Figure 1. Placed cells, one color a class.
Scale bar: 20 um.
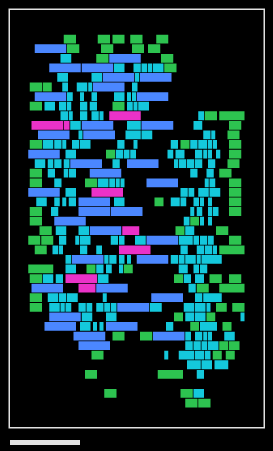
Figure 2. Clock wires, drivers and flops.
Scale bar: 20 um.
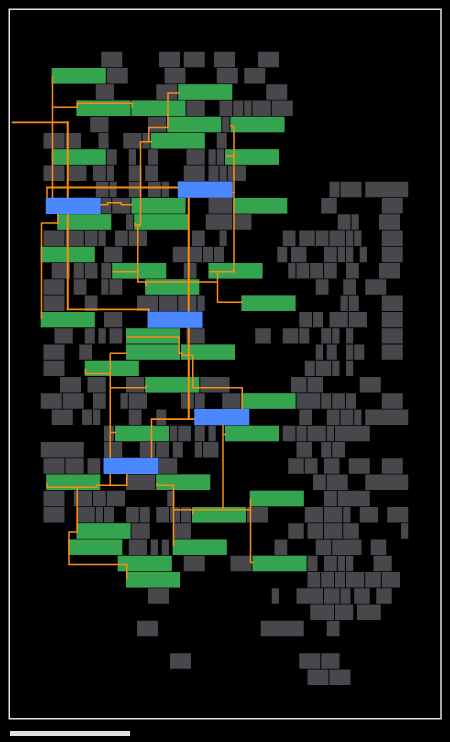
### config.mk
export PLATFORM = sky130hd
export DESIGN_NAME = multicycle_controller
export DESIGN_NICKNAME = d
export VERILOG_FILES = /design/src/rtl/multicycle_controller.sv
export SDC_FILE = /design/constraint.sdc
export NUM_CORES = 1
export LEC_CHECK = 0
export CORE_ASPECT_RATIO = 1.75
export CORE_MARGIN = 5
export CORE_UTILIZATION = 33
export DETAILED_ROUTE_END_ITERATION = 7
export GPL_TIMING_DRIVEN = 1
export PLACE_DENSITY = 0.65
export SLEW_MARGIN = 30
export SYNTH_ARGS = -nofsm -noshare
export SYNTH_HDL_FRONTEND = slang
export SYNTH_SLANG_ARGS = --single-unit
### constraint.sdc
create_clock -name clk -period 3.5 [get_ports clk]
set_input_delay 0.875 -clock clk [delete_from_list [all_inputs] [get_ports clk]]
set_output_delay 0.875 -clock clk [all_outputs]
set_load 0.05 [all_outputs]
### src/rtl/multicycle_controller.sv
// rtl/multicycle_controller.sv - Moore FSM sequencing a multi-cycle RV32I datapath
//
// Purpose: steps one instruction at a time through fetch, decode, execute,
// memory and writeback over a shared memory and a single ALU. Counts retired
// instructions and latches a sticky flag when an unknown opcode is decoded.
//
// Ports:
//   clk, rst          clock (rising edge), asynchronous active-low reset
//   op                opcode from the instruction register
//   branch_taken      comparator result, gates PCWrite in BRANCH
//   mem_ready         memory acknowledge for FETCH / MEMREAD / MEMWRITE
//   mem_req, AdrSrc   memory request and address select (PC / ALUOut)
//   IRWrite, PCWrite  instruction register / PC load strobes
//   MemWrite          store strobe
//   RegWrite          register-file write strobe
//   ALUSrcA, ALUSrcB  ALU operand selects
//   ALUOp             ALU operation class
//   ResultSrc         result bus select
//   ImmSrc            immediate format select
//   illegal_instr     sticky illegal-opcode flag
//   instret           retired-instruction counter (wraps)
module multicycle_controller #(
  parameter int CNT_WIDTH = 32
) (
  input  logic                 clk,
  input  logic                 rst,
  input  logic [6:0]           op,
  input  logic                 branch_taken,
  input  logic                 mem_ready,
  output logic                 mem_req,
  output logic                 AdrSrc,
  output logic                 IRWrite,
  output logic                 PCWrite,
  output logic                 MemWrite,
  output logic                 RegWrite,
  output logic [1:0]           ALUSrcA,
  output logic [1:0]           ALUSrcB,
  output logic [1:0]           ALUOp,
  output logic [1:0]           ResultSrc,
  output logic [2:0]           ImmSrc,
  output logic                 illegal_instr,
  output logic [CNT_WIDTH-1:0] instret
);

  localparam logic [6:0] OP_LOAD  = 7'd3;
  localparam logic [6:0] OP_ALUI  = 7'd19;
  localparam logic [6:0] OP_AUIPC = 7'd23;
  localparam logic [6:0] OP_STORE = 7'd35;
  localparam logic [6:0] OP_ALUR  = 7'd51;
  localparam logic [6:0] OP_LUI   = 7'd55;
  localparam logic [6:0] OP_BR    = 7'd99;
  localparam logic [6:0] OP_JALR  = 7'd103;
  localparam logic [6:0] OP_JAL   = 7'd111;

  typedef enum logic [3:0] {
    S_IDLE, S_FETCH, S_DECODE, S_MEMADR, S_MEMREAD, S_MEMWB, S_MEMWRITE,
    S_EXECR, S_EXECI, S_ALUWB, S_BRANCH, S_JAL, S_JALR, S_AUIPC, S_LUI,
    S_ILLEGAL
  } state_e;

  state_e                 state_q, state_d;
  logic [CNT_WIDTH-1:0]   instret_q;
  logic                   illegal_q;
  logic                   retire;

  // State register
  always_ff @(posedge clk or negedge rst) begin
    if (!rst) begin
      state_q <= S_IDLE;
    end else begin
      state_q <= state_d;
    end
  end

  // Next-state logic
  always_comb begin
    state_d = state_q;
    case (state_q)
      S_IDLE:     state_d = S_FETCH;
      S_FETCH:    if (mem_ready) state_d = S_DECODE;
      S_DECODE: begin
        case (op)
          OP_LOAD, OP_STORE: state_d = S_MEMADR;
          OP_ALUR:           state_d = S_EXECR;
          OP_ALUI:           state_d = S_EXECI;
          OP_BR:             state_d = S_BRANCH;
          OP_JAL:            state_d = S_JAL;
          OP_JALR:           state_d = S_JALR;
          OP_AUIPC:          state_d = S_AUIPC;
          OP_LUI:            state_d = S_LUI;
          default:           state_d = S_ILLEGAL;
        endcase
      end
      S_MEMADR:   state_d = (op == OP_STORE) ? S_MEMWRITE : S_MEMREAD;
      S_MEMREAD:  if (mem_ready) state_d = S_MEMWB;
      S_MEMWB:    state_d = S_FETCH;
      S_MEMWRITE: if (mem_ready) state_d = S_FETCH;
      S_EXECR:    state_d = S_ALUWB;
      S_EXECI:    state_d = S_ALUWB;
      S_ALUWB:    state_d = S_FETCH;
      S_BRANCH:   state_d = S_FETCH;
      // JALR computes its target into ALUOut, then reuses JAL for PC update and link.
      S_JALR:     state_d = S_JAL;
      S_JAL:      state_d = S_ALUWB;
      S_AUIPC:    state_d = S_ALUWB;
      S_LUI:      state_d = S_FETCH;
      S_ILLEGAL:  state_d = S_ILLEGAL;
      default:    state_d = S_IDLE;
    endcase
  end

  // Output logic (Moore, except the FETCH strobes qualified by the acknowledge)
  always_comb begin
    mem_req   = 1'b0;
    AdrSrc    = 1'b0;
    IRWrite   = 1'b0;
    PCWrite   = 1'b0;
    MemWrite  = 1'b0;
    RegWrite  = 1'b0;
    ALUSrcA   = 2'b00;
    ALUSrcB   = 2'b00;
    ALUOp     = 2'b00;
    ResultSrc = 2'b00;
    ImmSrc    = 3'b000;
    case (state_q)
      S_FETCH: begin
        mem_req   = 1'b1;
        ALUSrcB   = 2'b10;
        ResultSrc = 2'b10;
        IRWrite   = mem_ready;
        PCWrite   = mem_ready;
      end
      S_DECODE: begin
        ALUSrcA = 2'b01;
        ALUSrcB = 2'b01;
        if (op == OP_BR)       ImmSrc = 3'b011;
        else if (op == OP_JAL) ImmSrc = 3'b100;
      end
      S_MEMADR: begin
        ALUSrcA = 2'b10;
        ALUSrcB = 2'b01;
        if (op == OP_STORE) ImmSrc = 3'b010;
      end
      S_MEMREAD: begin
        AdrSrc  = 1'b1;
        mem_req = 1'b1;
      end
      S_MEMWB: begin
        ResultSrc = 2'b01;
        RegWrite  = 1'b1;
      end
      S_MEMWRITE: begin
        AdrSrc   = 1'b1;
        mem_req  = 1'b1;
        MemWrite = 1'b1;
      end
      S_EXECR: begin
        ALUSrcA = 2'b10;
        ALUOp   = 2'b10;
      end
      S_EXECI: begin
        ALUSrcA = 2'b10;
        ALUSrcB = 2'b01;
        ALUOp   = 2'b10;
      end
      S_ALUWB: begin
        RegWrite = 1'b1;
      end
      S_BRANCH: begin
        ALUSrcA = 2'b10;
        ALUOp   = 2'b01;
        PCWrite = branch_taken;
      end
      S_JAL: begin
        ALUSrcA = 2'b01;
        ALUSrcB = 2'b10;
        PCWrite = 1'b1;
      end
      S_JALR: begin
        ALUSrcA = 2'b10;
        ALUSrcB = 2'b01;
      end
      S_AUIPC: begin
        ALUSrcA = 2'b01;
        ALUSrcB = 2'b01;
        ImmSrc  = 3'b001;
      end
      S_LUI: begin
        ImmSrc    = 3'b001;
        ResultSrc = 2'b11;
        RegWrite  = 1'b1;
      end
      default: ;
    endcase
  end

  // An instruction retires on the last transition back into FETCH; the
  // IDLE -> FETCH start-up transition does not count.
  assign retire = (state_d == S_FETCH) &&
                  ((state_q == S_MEMWB)  || (state_q == S_MEMWRITE) ||
                   (state_q == S_ALUWB)  || (state_q == S_BRANCH)   ||
                   (state_q == S_LUI));

  always_ff @(posedge clk or negedge rst) begin
    if (!rst) begin
      instret_q <= '0;
      illegal_q <= 1'b0;
    end else begin
      if (retire) instret_q <= instret_q + {{(CNT_WIDTH-1){1'b0}}, 1'b1};
      if (state_d == S_ILLEGAL) illegal_q <= 1'b1;
    end
  end

  assign instret       = instret_q;
  assign illegal_instr = illegal_q;

endmodule

==> flow_summary.toml <==
# yosys + openroad results
[synthesis]
yosysMostFrequentCell = "dfrtp_1"
synth-adder-area-share_pct = 0.5643
ys_sh_xor_pct = 13.43
topCellsByArea = "dfrtp_1 42%, xor2_1 11%, nor4_1 5.4%"
syn_area_sq_um = 2217
ys_sh_aoi_pct = 9.763
synth_nets = 261
yosys-stat-area_sq_um = 2217
ys_ff = 37

[power]
power_mw = 2.297
pg_comb_mw = 1.25
p_leak_nw = 1.445
maxPowerGroup = "combinational logic"
p_sw_mw = 1.051

[sta]
rsz0062_at_grt = "false"
setup_tns_ns = 0

[floorplanning]
rows = 39
nWellTaps = 82
core_sq_um = 6539

[cells_and_area]
biggestCellCategory = "combinational gates"
area_delta_synth_final_pct = 44.64
comb_area_sq_um = 1219

[clock_network]
numCtsBuffers = 5
ctsRootBufferMaster = "clkbuf_16"
htreeDepth = 2
tritoncts = "yes"
cts.path.max_buffers = 2

[global_routing]
grt_use_total_pct = 13.92
use_met1_pct = 15.64
grt_pass1_wl_um = 9618

[detailed_routing]
routed.top_layer = "met4"
vias = 2083
firstDrtPassIters = 4
wl_met1_um = 2224

[run_status]
status = "finished, final reports clean"

[worst_hold_path]
hold_path_depth = 1

[worst_setup_path]
path_class = "input pin to output pin"

[job]
warning_count = 26
About Figure 1:
Magenta stands for clock drivers and dummy loads, cells 8, share of their area 5.1%. Cyan stands for remaining logic cells, cells 198, share of their area 40%. Blue stands for registers, cells 37, share of their area 30%. Green stands for remaining buffers and delay cells, cells 76, share of their area 25%.

About Figure 2:
Orange stands for clock wires, length 485 um. Blue stands for clock-net drivers, count 5. Green stands for flip-flops, count 37.
There are 6 routed clock nets.
clock distribution power: 0.464 mW
clock share of power: 20.2%

## registers in the layout, indices dropped and copies added (netlist names)
signal and count:
illegal_instr 1, state_q 4, instret 32
## path summary, 6_finish.rpt
check                       startpoint     endpoint  slack, ns
min                        instret[31]  instret[31]       0.47
max in group asynchronous          rst   state_q[3]       2.16
min in group asynchronous          rst   instret[4]       1.01
min reg2reg                instret[31]  instret[31]       0.47
max reg2reg                 state_q[0]  instret[22]       1.09
max                              op[1]    ImmSrc[1]        0.1
## worst register-to-register path, cell delays in order, from the launching register on
cell	delay (ns)
dfrtp_1	0.51
buf_4	0.24
and3_1	0.16
o21ai_0	0.42
o211ai_2	0.15
buf_4	0.25
nor4_1	0.42
xor2_1	0.18
## what timing repair did
item,in CTS,in global routing
setup buffers,1,0
endpoints found under the setup margin,1,0
gates resized,5,0
No activity file was given, so power comes from the tool's default toggle rates.
